### src/rtl/exe_stage_pipe_if.sv
// exe_stage_pipe_if: handshake and datapath bundle between ID/EX, the execute stage and MEM
`timescale 1ns/1ps
interface exe_stage_pipe_if #(
  parameter int XLEN = 32,
  parameter int RADDR_W = 5
);
  logic in_valid, in_ready, alu_src, reg_dst, out_valid, out_ready, zero;
  logic [2:0] aluc;
  logic [RADDR_W-1:0] rt_addr, rd_addr, dest_addr;
  logic [XLEN-1:0] rdata1, rdata2, sign_ext, pc_inc, alu_out, br_target, store_data;
  modport master (
    output in_valid, alu_src, reg_dst, aluc, rt_addr, rd_addr, rdata1, rdata2, sign_ext, pc_inc, out_ready,
    input in_ready, out_valid, alu_out, zero, dest_addr, br_target, store_data
  );
  modport slave (
    input in_valid, alu_src, reg_dst, aluc, rt_addr, rd_addr, rdata1, rdata2, sign_ext, pc_inc, out_ready,
    output in_ready, out_valid, alu_out, zero, dest_addr, br_target, store_data
  );
endinterface

### src/rtl/exe_stage_pipe.sv
// exe_stage_pipe: registered MIPS execute stage with valid/ready handshakes and a multi-cycle shift-add MUL
`timescale 1ns/1ps
module exe_stage_pipe #(
  parameter int XLEN = 32,
  parameter int RADDR_W = 5,
  parameter bit MUL_EN = 1'b1
) (
  input logic clk,
  input logic rst_n,
  exe_stage_pipe_if.slave bus
);
  localparam int CW = $clog2(XLEN);
  typedef enum logic [1:0] {IDLE, MUL, WAIT} state_t;
  state_t state, state_n;
  logic [XLEN-1:0] op_b, res, br, ma, mb, acc, acc_n, m_br, m_sd, sel;
  logic [RADDR_W-1:0] dest, m_dest;
  logic [CW-1:0] cnt;
  logic is_mul, accept, free, last, load_alu, load_mul;
  assign free = !bus.out_valid || bus.out_ready;
  assign bus.in_ready = state == IDLE && free;
  assign accept = bus.in_valid && bus.in_ready;
  assign is_mul = MUL_EN && bus.aluc == 3'b011;
  assign op_b = bus.alu_src ? bus.sign_ext : bus.rdata2;
  assign dest = bus.reg_dst ? bus.rd_addr : bus.rt_addr;
  assign br = bus.pc_inc + (bus.sign_ext << 2);
  assign last = cnt == CW'(XLEN - 1);
  assign acc_n = acc + (mb[0] ? ma : '0);
  assign load_alu = accept && !is_mul;
  assign load_mul = (state == MUL && last && free) || (state == WAIT && bus.out_ready);
  assign sel = load_alu ? res : state == MUL ? acc_n : acc;
  always_comb begin
    res = bus.aluc == 3'b000 ? bus.rdata1 & op_b :
          bus.aluc == 3'b001 ? bus.rdata1 | op_b :
          bus.aluc == 3'b100 ? ~(bus.rdata1 | op_b) :
          bus.aluc == 3'b101 ? bus.rdata1 ^ op_b :
          bus.aluc == 3'b110 ? bus.rdata1 - op_b :
          bus.aluc == 3'b111 ? {{(XLEN-1){1'b0}}, $signed(bus.rdata1) < $signed(op_b)} :
          bus.rdata1 + op_b;
  end
  always_comb begin
    state_n = state == IDLE ? (accept && is_mul ? MUL : IDLE) :
              state == MUL ? (last ? (free ? IDLE : WAIT) : MUL) :
              (bus.out_ready ? IDLE : WAIT);
  end
  always_ff @(posedge clk) begin
    if (!rst_n) state <= IDLE;
    else state <= state_n;
  end
  always_ff @(posedge clk) begin
    if (!rst_n) begin
      ma <= '0;
      mb <= '0;
      acc <= '0;
      cnt <= '0;
      m_dest <= '0;
      m_br <= '0;
      m_sd <= '0;
      bus.out_valid <= 1'b0;
      bus.alu_out <= '0;
      bus.zero <= 1'b0;
      bus.dest_addr <= '0;
      bus.br_target <= '0;
      bus.store_data <= '0;
    end else begin
      if (accept && is_mul) begin
        ma <= bus.rdata1;
        mb <= op_b;
        acc <= '0;
        cnt <= '0;
        m_dest <= dest;
        m_br <= br;
        m_sd <= bus.rdata2;
      end else if (state == MUL) begin
        acc <= acc_n;
        ma <= ma << 1;
        mb <= mb >> 1;
        cnt <= cnt + CW'(1);
      end
      if (load_alu || load_mul) begin
        bus.out_valid <= 1'b1;
        bus.alu_out <= sel;
        bus.zero <= sel == '0;
        bus.dest_addr <= load_alu ? dest : m_dest;
        bus.br_target <= load_alu ? br : m_br;
        bus.store_data <= load_alu ? bus.rdata2 : m_sd;
      end else if (bus.out_ready) begin
        bus.out_valid <= 1'b0;
      end
    end
  end
endmodule

### src/flat_wrapper.sv
// flat-port wrapper written by rule: the top's interface ports become plain ports
module exe_stage_pipe_flat 
#(
  parameter int XLEN = 32,
  parameter int RADDR_W = 5,
  parameter bit MUL_EN = 1'b1
)
  (clk, rst_n, bus_in_valid, bus_alu_src, bus_reg_dst, bus_aluc, bus_rt_addr, bus_rd_addr, bus_rdata1, bus_rdata2, bus_sign_ext, bus_pc_inc, bus_out_ready, bus_in_ready, bus_out_valid, bus_alu_out, bus_zero, bus_dest_addr, bus_br_target, bus_store_data);
  exe_stage_pipe_if #(.XLEN(XLEN), .RADDR_W(RADDR_W)) bus_i ();
  input logic clk;
  input logic rst_n;
  input wire logic [$bits(bus_i.in_valid)-1:0] bus_in_valid;
  input wire logic [$bits(bus_i.alu_src)-1:0] bus_alu_src;
  input wire logic [$bits(bus_i.reg_dst)-1:0] bus_reg_dst;
  input wire logic [$bits(bus_i.aluc)-1:0] bus_aluc;
  input wire logic [$bits(bus_i.rt_addr)-1:0] bus_rt_addr;
  input wire logic [$bits(bus_i.rd_addr)-1:0] bus_rd_addr;
  input wire logic [$bits(bus_i.rdata1)-1:0] bus_rdata1;
  input wire logic [$bits(bus_i.rdata2)-1:0] bus_rdata2;
  input wire logic [$bits(bus_i.sign_ext)-1:0] bus_sign_ext;
  input wire logic [$bits(bus_i.pc_inc)-1:0] bus_pc_inc;
  input wire logic [$bits(bus_i.out_ready)-1:0] bus_out_ready;
  output wire logic [$bits(bus_i.in_ready)-1:0] bus_in_ready;
  output wire logic [$bits(bus_i.out_valid)-1:0] bus_out_valid;
  output wire logic [$bits(bus_i.alu_out)-1:0] bus_alu_out;
  output wire logic [$bits(bus_i.zero)-1:0] bus_zero;
  output wire logic [$bits(bus_i.dest_addr)-1:0] bus_dest_addr;
  output wire logic [$bits(bus_i.br_target)-1:0] bus_br_target;
  output wire logic [$bits(bus_i.store_data)-1:0] bus_store_data;
  assign bus_i.in_valid = bus_in_valid;
  assign bus_i.alu_src = bus_alu_src;
  assign bus_i.reg_dst = bus_reg_dst;
  assign bus_i.aluc = bus_aluc;
  assign bus_i.rt_addr = bus_rt_addr;
  assign bus_i.rd_addr = bus_rd_addr;
  assign bus_i.rdata1 = bus_rdata1;
  assign bus_i.rdata2 = bus_rdata2;
  assign bus_i.sign_ext = bus_sign_ext;
  assign bus_i.pc_inc = bus_pc_inc;
  assign bus_i.out_ready = bus_out_ready;
  assign bus_in_ready = bus_i.in_ready;
  assign bus_out_valid = bus_i.out_valid;
  assign bus_alu_out = bus_i.alu_out;
  assign bus_zero = bus_i.zero;
  assign bus_dest_addr = bus_i.dest_addr;
  assign bus_br_target = bus_i.br_target;
  assign bus_store_data = bus_i.store_data;
  exe_stage_pipe #(.XLEN(XLEN), .RADDR_W(RADDR_W), .MUL_EN(MUL_EN)) u_core (.clk(clk), .rst_n(rst_n), .bus(bus_i));
endmodule
### config.mk
export PLATFORM = sky130hd
export DESIGN_NAME = exe_stage_pipe_flat
export DESIGN_NICKNAME = d
export VERILOG_FILES = /design/src/rtl/exe_stage_pipe_if.sv /design/src/rtl/exe_stage_pipe.sv /design/src/flat_wrapper.sv
export SDC_FILE = /design/constraint.sdc
export NUM_CORES = 1
export LEC_CHECK = 0
export ABC_CLOCK_PERIOD_IN_PS = 4590
export CAP_MARGIN = 20
export CORE_MARGIN = 2
export CORE_UTILIZATION = 52
export CTS_CLUSTER_DIAMETER = 100
export CTS_CLUSTER_SIZE = 16
export DETAILED_ROUTE_END_ITERATION = 6
export PLACE_DENSITY = 0.76
export SKIP_LAST_GASP = 1
export SYNTH_ARGS = -nofsm -noshare
export SYNTH_HDL_FRONTEND = slang
export SYNTH_SLANG_ARGS = --single-unit
### constraint.sdc
create_clock -name clk -period 4.59 [get_ports clk]
set_clock_uncertainty 0.2 [all_clocks]
set_input_delay 0.918 -clock clk [delete_from_list [all_inputs] [get_ports clk]]
set_output_delay 0.918 -clock clk [all_outputs]
set_load 0.01 [all_outputs]
gates.png
Bar = 50 microns.
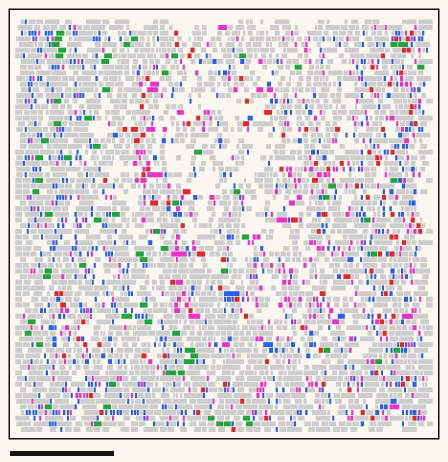
[nor cells] magenta | cells: 396 | where: all over the die
[mux cells] green | cells: 70 | where: all over the die
[and/or cells] red | cells: 111 | where: all over the die
[nand cells] blue | cells: 596 | where: all over the die

route_heat.png
21 x 21 tiles, from black (low) to pale yellow (high), scaled to the fullest tile. Values are wire area over tile area, all layers added.
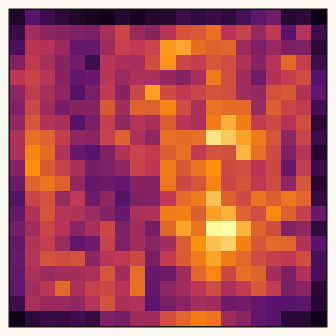
emptiest ninth of the die: upper left
fullest tile: 0.86
tiles over half the peak: 43%
mean over tiles: 0.40
count of vias placed by the detailed router: 25,300
routed len/inst: 23.7 microns

placed.png
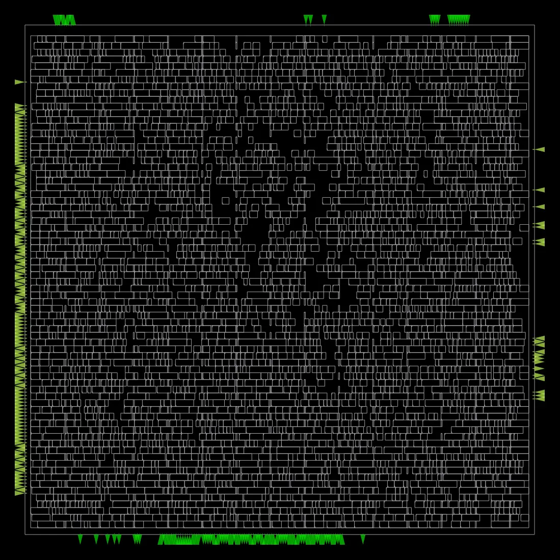
share of the core filled with cells: 71.5%
tap cells: 525
sequential share of cell area: 19.3%
tally of filler cells in the layout: 3,263
Core Region: 39,900 sq um

clock_wires.png
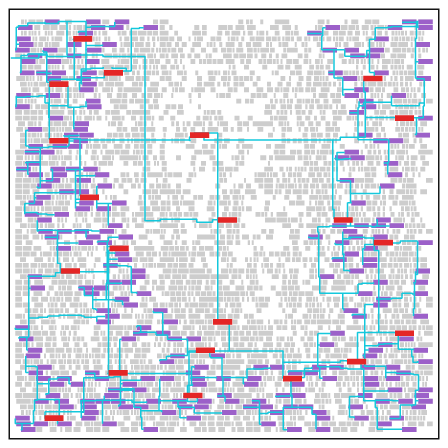
[clock wires] cyan | length: 3,560 microns
[flip-flops] purple | count: 275
[clock-net drivers] red | count: 21
routed clock nets: 22
flops lie: all over the die
share of power burned in the clock network: 24.1%
power dissipated in the clock network: 1.74 mW
Worst-Skew Late Latency: 560 ps

closeup.png
Bar = 10 microns. Window x 90 to 115, y 49 to 74 microns. Cells in grey, sequential cells in the stronger grey; small squares are vias.
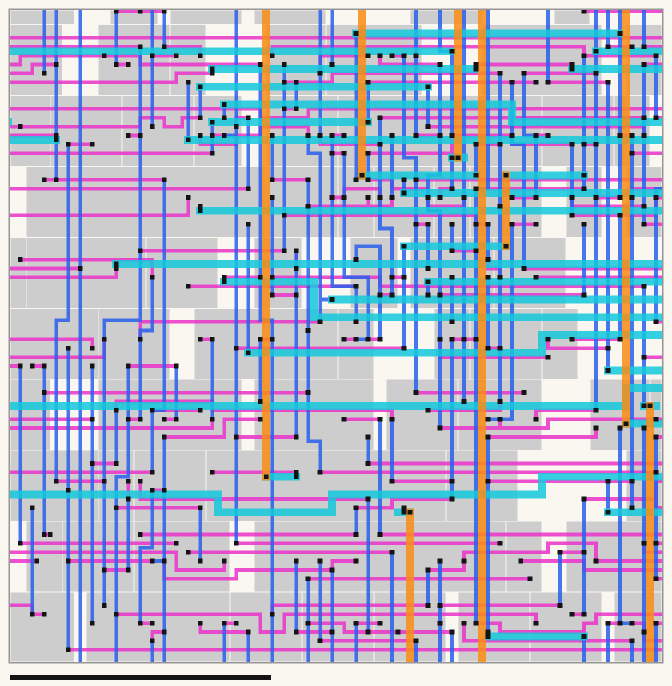
[M4] orange
[M2] blue
[M1] magenta
[M3] cyan
sequential cells in the window: 0
most frequent: buf_4 (22), nand2_1 (7), ha_1 (5)
cells with their middle in the window: 61

==> metrics.log <==
[flow] summary of implementation run
[metrics] worst min path class: reg -> reg
[metrics] total number of clock tree sinks: 275
[metrics] flip-flop and latch count after synthesis: 275
[metrics] number of warnings printed during yosys synthesis: 0
[metrics] count of pins over their slew limit: 0
[metrics] most used cells in the layout excluding fill and tap cells: sky130_fd_sc_hd__nand2_1 (505), sky130_fd_sc_hd__buf_4 (473), sky130_fd_sc_hd__a21oi_1 (325), sky130_fd_sc_hd__nor2_1 (289), sky130_fd_sc_hd__dfxtp_1 (275)
[metrics] maximum capacitance violations: 0
[metrics] Max FO, Critical Path: 6
[metrics] minimum hold slack: 256 ps
[metrics] clock tree from TritonCTS: built
[metrics] result of the run: finished, violations left
[metrics] number of endpoints failing setup at the final stage: 1
[metrics] 1st-iter DRT viols: 3,030
[metrics] slew at the pin closest to its max-slew limit: 1130 ps
[metrics] number of hold violations in the final report: 0
[metrics] Tcrit/Tclk final: 100%
[metrics] total negative slack: -18.4 ps
[metrics] number of instances in the synthesized netlist: 2,908
[metrics] Synth async-reset ratio: 0%
[metrics] post-synth net total: 3,221
[metrics] share of the core filled by cells before placement: 53.0%
[metrics] tool warnings: 97
[metrics] slack of the critical path: -18.4 ps
[metrics] share of post-route cells with drive strength above 1: 19.9%
[metrics] instance count on the critical path: 20
[metrics] cell family with most CP delay: AND-OR/OR-AND gates
[metrics] internal reg-to-reg setup slack: 50 ps
[metrics] All-Layer GR Usage: 43.3%
[metrics] area of the mapped netlist: 21,100 sq um
[metrics] initial antenna violation count: 5
[metrics] count of boundary I/O pins: 251
[metrics] mean number of vias per cell: 6.31
[metrics] worst path cell trace: buf_12, buf_12, buf_6, mux2_4, ha_4, fa_2, nor2_4, o311ai_4, a211oi_4, buf_4, buf_6, o31ai_4, a21oi_2, o31a_1, or4_4, a211oi_2, nor4b_2, and4b_1, nand4_1, o21ai_1
[metrics] Avg Cell Area, Syn: 7.27 sq um
[metrics] worst rel slew slack: 24.7%
[metrics] peak-usage layer in the global routing report: met2
[metrics] register clock-pin slew on the reported worst setup and hold paths: 80 ps
[metrics] power consumption: 7.22 mW
[metrics] Port-buffer cells: 250
[metrics] number of buffer and inverter instances along the worst setup path: 5
[metrics] number of enable-type register cells in the synthesized netlist: 0
[metrics] unrepaired setup endpoints after global routing: yes
[metrics] Layout Cells excl Fill: 4,003
[metrics] violations in the final reports: negative setup slack
[metrics] Mux area share: 3.53%
[metrics] adder and majority gate portion of the synthesized area: 9.97%
[metrics] root buffer cell: sky130_fd_sc_hd__clkbuf_16
[metrics] met2 GRT Util: 66.3%
[metrics] slowest stage delay, CP: 560 ps
[metrics] ys cells: 2,908
[metrics] dpl ws: -1040 ps
[metrics] drt first pass iters: 6
[metrics] dominant register cell in the synthesized netlist: sky130_fd_sc_hd__dfxtp_1
-- worst min path at each step --
| stage | start | to | slack (ps) | depth (start not counted) |
|---|---|---|---|---|
| floorplan | u_core.mb[10]$_SDFFE_PN0P_ | u_core.mb[10]$_SDFFE_PN0P_ | 240 | 2 |
| global placement | u_core.bus.alu_out[29]$_SDFFE_PN0P_ | u_core.bus.alu_out[29]$_SDFFE_PN0P_ | 240 | 2 |
| detailed placement | u_core.m_br[0]$_SDFFE_PN0P_ | u_core.m_br[0]$_SDFFE_PN0P_ | 250 | 2 |
| CTS | u_core.m_br[0]$_SDFFE_PN0P_ | u_core.m_br[0]$_SDFFE_PN0P_ | 260 | 2 |
| global route | u_core.mb[11]$_SDFFE_PN0P_ | u_core.mb[11]$_SDFFE_PN0P_ | 280 | 2 |
| finish | u_core.bus.alu_out[29]$_SDFFE_PN0P_ | u_core.bus.alu_out[29]$_SDFFE_PN0P_ | 260 | 2 |
-- routing by layer --
metal / wire, microns / share of wire, %
met3: 10900 / 12
met5: 12 / 0.013
met1: 37300 / 39
met4: 6510 / 6.9
met2: 40100 / 42
-- cell type report --
type / count / area (sq um)
multi-input combinational: 2302 / 14900
tap: 525 / 657
clock inverter: 2 / 25.0
inverter: 131 / 497
fill: 3263 / 11400
clock buffer: 22 / 529
sequential: 275 / 5510
antenna: 1 / 2.50
timing repair buffer: 745 / 6470
-- timing repair --
item	4_1_cts	5_1_grt
cloned	1	0
buffers inserted	4	13
endpoints found under the setup margin	15	8
gates resized	56	85
hold buffers	0	0
pin swaps	11	23
-- where the power goes --
group / total (mW) / internal, mW / switching [mW]
Sequential: 2.57 / 2.50 / 0.0746
Clock: 1.74 / 0.825 / 0.914
Combinational: 2.90 / 1.32 / 1.58
Power figures rest on the tool's default switching activity, not on a simulated workload.
